<file path="config.mk">
export PLATFORM = sky130hd
export DESIGN_NAME = pc_fetch_unit
export DESIGN_NICKNAME = d
export VERILOG_FILES = /design/src/rtl/pc_fetch_unit.sv
export SDC_FILE = /design/constraint.sdc
export NUM_CORES = 1
export LEC_CHECK = 0
export CORE_AREA = 2 2 120 122
export CTS_BUF_LIST = sky130_fd_sc_hd__clkbuf_16
export CTS_CLUSTER_DIAMETER = 100
export DETAILED_ROUTE_END_ITERATION = 16
export DIE_AREA = 0 0 122 124
export PLACE_DENSITY_LB_ADDON = 0.1
export SETUP_SLACK_MARGIN = 0.1
export SYNTH_ARGS = -nofsm -noshare
export SYNTH_HDL_FRONTEND = slang
export SYNTH_SLANG_ARGS = --single-unit
</file>
<file path="constraint.sdc">
create_clock -name clk -period 7.78 [get_ports clk]
set_clock_uncertainty 0.05 [all_clocks]
set_input_delay 1.556 -clock clk [delete_from_list [all_inputs] [get_ports clk]]
set_output_delay 1.556 -clock clk [all_outputs]
set_load 0.05 [all_outputs]
</file>
<file path="src/rtl/pc_fetch_unit.sv">
`default_nettype none
// ============================================================================
// Module      : pc_fetch_unit
// Description : Program counter and next-PC selection for the MIPS32 core,
//               with exception return address and fetch counter.
// Revision    : 1.0 - initial release
// ============================================================================
module pc_fetch_unit #(
   parameter logic [31:0] RESET_PC = 32'h8000_0000,
   parameter logic [31:0] ILLOP_PC = 32'h8000_0004,
   parameter logic [31:0] XADR_PC  = 32'h8000_0008
) (
   input  logic        clk,
   input  logic        reset,
   input  logic        stall,
   input  logic        branch_taken,
   input  logic [15:0] branch_imm,
   input  logic        jump,
   input  logic [25:0] jump_target,
   input  logic        jr,
   input  logic [31:0] jr_addr,
   input  logic        irq,
   input  logic        illop,
   output logic [31:0] pc,
   output logic [31:0] pc_plus4,
   output logic [31:0] epc,
   output logic        exc_taken,
   output logic [31:0] fetch_count
);

   logic [31:0] pc_q, pc_d;
   logic [31:0] epc_q, epc_d;
   logic        exc_q, exc_d;
   logic [31:0] cnt_q, cnt_d;

   logic        kernel;
   logic [31:0] seq_pc;
   logic [31:0] br_off;
   logic [31:0] br_sum;
   logic [31:0] sel_pc;
   logic        take_exc;
   logic [31:0] exc_epc;

   assign kernel = pc_q[31];

   // The supervisor bit never changes through sequential flow or branches.
   assign seq_pc = {pc_q[31], pc_q[30:0] + 31'd4};
   assign br_off = {{14{branch_imm[15]}}, branch_imm, 2'b00};
   assign br_sum = seq_pc + br_off;

   always_comb begin
      sel_pc   = seq_pc;
      take_exc = 1'b0;
      exc_epc  = epc_q;
      if (illop) begin
         sel_pc   = ILLOP_PC;
         take_exc = 1'b1;
         exc_epc  = seq_pc;
      end else if (irq && !kernel) begin
         // Interrupted instruction is replayed on return, so save pc itself.
         sel_pc   = XADR_PC;
         take_exc = 1'b1;
         exc_epc  = pc_q;
      end else if (jr) begin
         sel_pc = kernel ? jr_addr : {1'b0, jr_addr[30:0]};
      end else if (jump) begin
         sel_pc = {pc_q[31:28], jump_target, 2'b00};
      end else if (branch_taken) begin
         sel_pc = {pc_q[31], br_sum[30:0]};
      end
   end

   always_comb begin
      pc_d  = pc_q;
      epc_d = epc_q;
      exc_d = 1'b0;
      cnt_d = cnt_q;
      if (!stall) begin
         pc_d  = {sel_pc[31:2], 2'b00};
         epc_d = exc_epc;
         exc_d = take_exc;
         cnt_d = cnt_q + 32'd1;
      end
   end

   always_ff @(posedge clk or negedge reset) begin
      if (!reset) begin
         pc_q  <= RESET_PC;
         epc_q <= 32'h0;
         exc_q <= 1'b0;
         cnt_q <= 32'h0;
      end else begin
         pc_q  <= pc_d;
         epc_q <= epc_d;
         exc_q <= exc_d;
         cnt_q <= cnt_d;
      end
   end

   assign pc          = pc_q;
   assign pc_plus4    = seq_pc;
   assign epc         = epc_q;
   assign exc_taken   = exc_q;
   assign fetch_count = cnt_q;

endmodule
`default_nettype wire

</file>
==> images/final_congestion.png <==
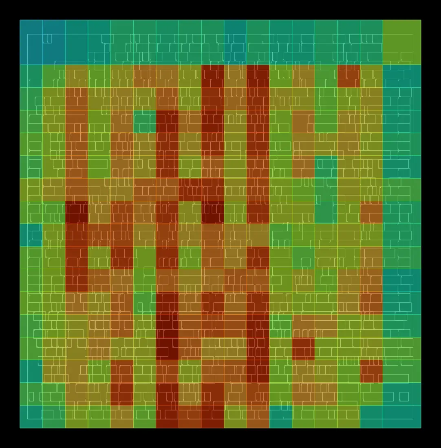
wire per inst: 18.2 microns
final core utilization: 0.686
GRT met3 Usage: 0.0444
Overall Global Routing Usage: 0.287
GR Layer Usage met1: 0.399

==> images/gate_families.png <==
(2 px per micron)
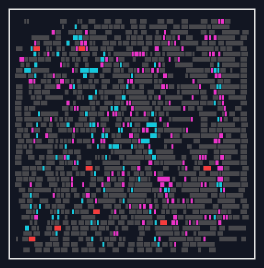
[multiplexers] red | cells: 8
[NAND gates] magenta | cells: 169 | where: widely spread
[NOR gates] cyan | cells: 93 | where: widely spread

==> results.toml <==
# generated from flow reports
[outcome]
outcome = "completed"

[global_routing]
antenna_found_initial = 0
grt-ovfl-total = 0
grt_max_degree = 62
grt_pass1_vias = 6355

[cells_and_area]
final_common_cell = "clkdlybuf4s50_1"
clkbuf_count = 9
clkCellAreaFrac = 0.0301
area_growth_pct = 33.0
logic_gates = 677
nNonClkInverters = 24
ff_latch_area_sq_um = 2330
finish.instance_area_sq_um = 9410
largest_class = "multi-input combinational cells"
buffers_excl_clock = 208
layout_top_cells = "clkdlybuf4s50_1, nand2_1, dfrtp_1"
nonClkBufAreaFrac = 0.219
drive_above_1_share = 0.0452
fillers = 1151
seq_area_frac = 0.247
largest_reg_flops = 32

[detailed_routing]
vias = 6952
topRoutingLayerUsed = "met4"
dr_wl_met2_microns = 9820
first_iter_violations = 398
wl_met1_microns = 9680
antenna_left = 0
via_per_inst = 5.80

[placement]
place_ws_ns = 2.97
dpl_cell_area_sq_um = 9130
place.port_buffers = 202
dp_hpwl_microns = 16700

[floorplan]
ioPinCount = 211
die_h_microns = 124
num_rows = 43
die_area_sq_um = 15100
n_tap_cell = 180

[critical_path]
crit_end = "pc_plus4[28]"
crit_start = "pc[2]$_DFFE_PN0N_"
cp.required_ns = 6.17
timing.rr.end = "pc[30]$_DFFE_PN0P_"
slowest_delay_ns = 0.88
ff2ff_path_depth = 12
worstPathCellList = "ha_1 > nand2_1 > nor3_2 > and3_1 > nand3_1 > xnor2_1 > clkdlybuf4s50_1"
path_class = "flip-flop to output pin"
critical_path_arrival_ns = 3.59
endpoint_kind = "output pin"
r2r_setup_slack_ns = 3.42
cp_slowest_cell = "clkdlybuf4s50_1"

[flow_run]
cap_violations = 0
tool_warnings = 33

[logic_synthesis]
top_area_cell = "dfrtp_1"
yosysMostFrequentCell = "nand2_1"
ys_ff = 93
syn_area_sq_um = 7070
ys_async_sr_fraction = 1.00
top_cell_area_share = 0.325
ys_sh_xor = 0.123
netlist_instances = 846
ys_cells = 846
yosysSeqAreaShare = 0.329
ys_sh_simple = 0.215
ys_sh_aoi = 0.206
yosys_warnings = 0
edf_count = 0
synth_cell_type_count = 80
syn-mean-instance-area_sq_um = 8.36

[timing]
final.setup.tns_ns = 0
hold_viol_final = 0
finalCritPeriodShare = 0.668
fin_crit_ns = 5.20
setup_violations = 0
worstMarginPinSlew_ns = 1.02
hold_ws_ns = 0.427

[power]
p_clk_mw = 0.430
seq_power_mw = 0.626
peakVddDrop_uv = 115
comb-power_mw = 0.917
top_power_group = "combinational logic"
swShare = 0.444
power_density_nw_per_um2 = 210
power_switching_mw = 0.875
pwr-share-clk = 0.218
p_seq_frac = 0.317

[cts]
cts.reportedPaths.clkPinSlew_ns = 0.07
numCtsBuffers = 9
htree_levels = 3
cts_tree = "done"
cts_buffer_depth = 2
cts-root-buf = "clkbuf_16"
cts_hold_buf = 0
clock_sinks = 93
post_cts_resized = 0
post_cts_buffers = 0

[hold_path]
min_from = "fetch_count[31]$_DFFE_PN0N_"
hold_end = "fetch_count[31]$_DFFE_PN0N_"
hold_class = "flip-flop to flip-flop"
==> images/zoom.png <==
Region (48, 25) to (73, 50) microns. Cells in grey, sequential cells in the stronger grey; small squares are vias.
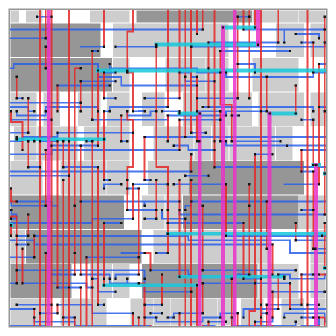
[met3] cyan
[met4] magenta
[met1] blue
[met2] red
netlist names of flops here include: pc (8)
most frequent: clkdlybuf4s50_1 (9), dfrtp_1 (8), nand3_1 (6)
cells with their middle in the window: 52
sequential cells in the window: 8

No activity file was given, so power comes from the tool's default toggle rates.
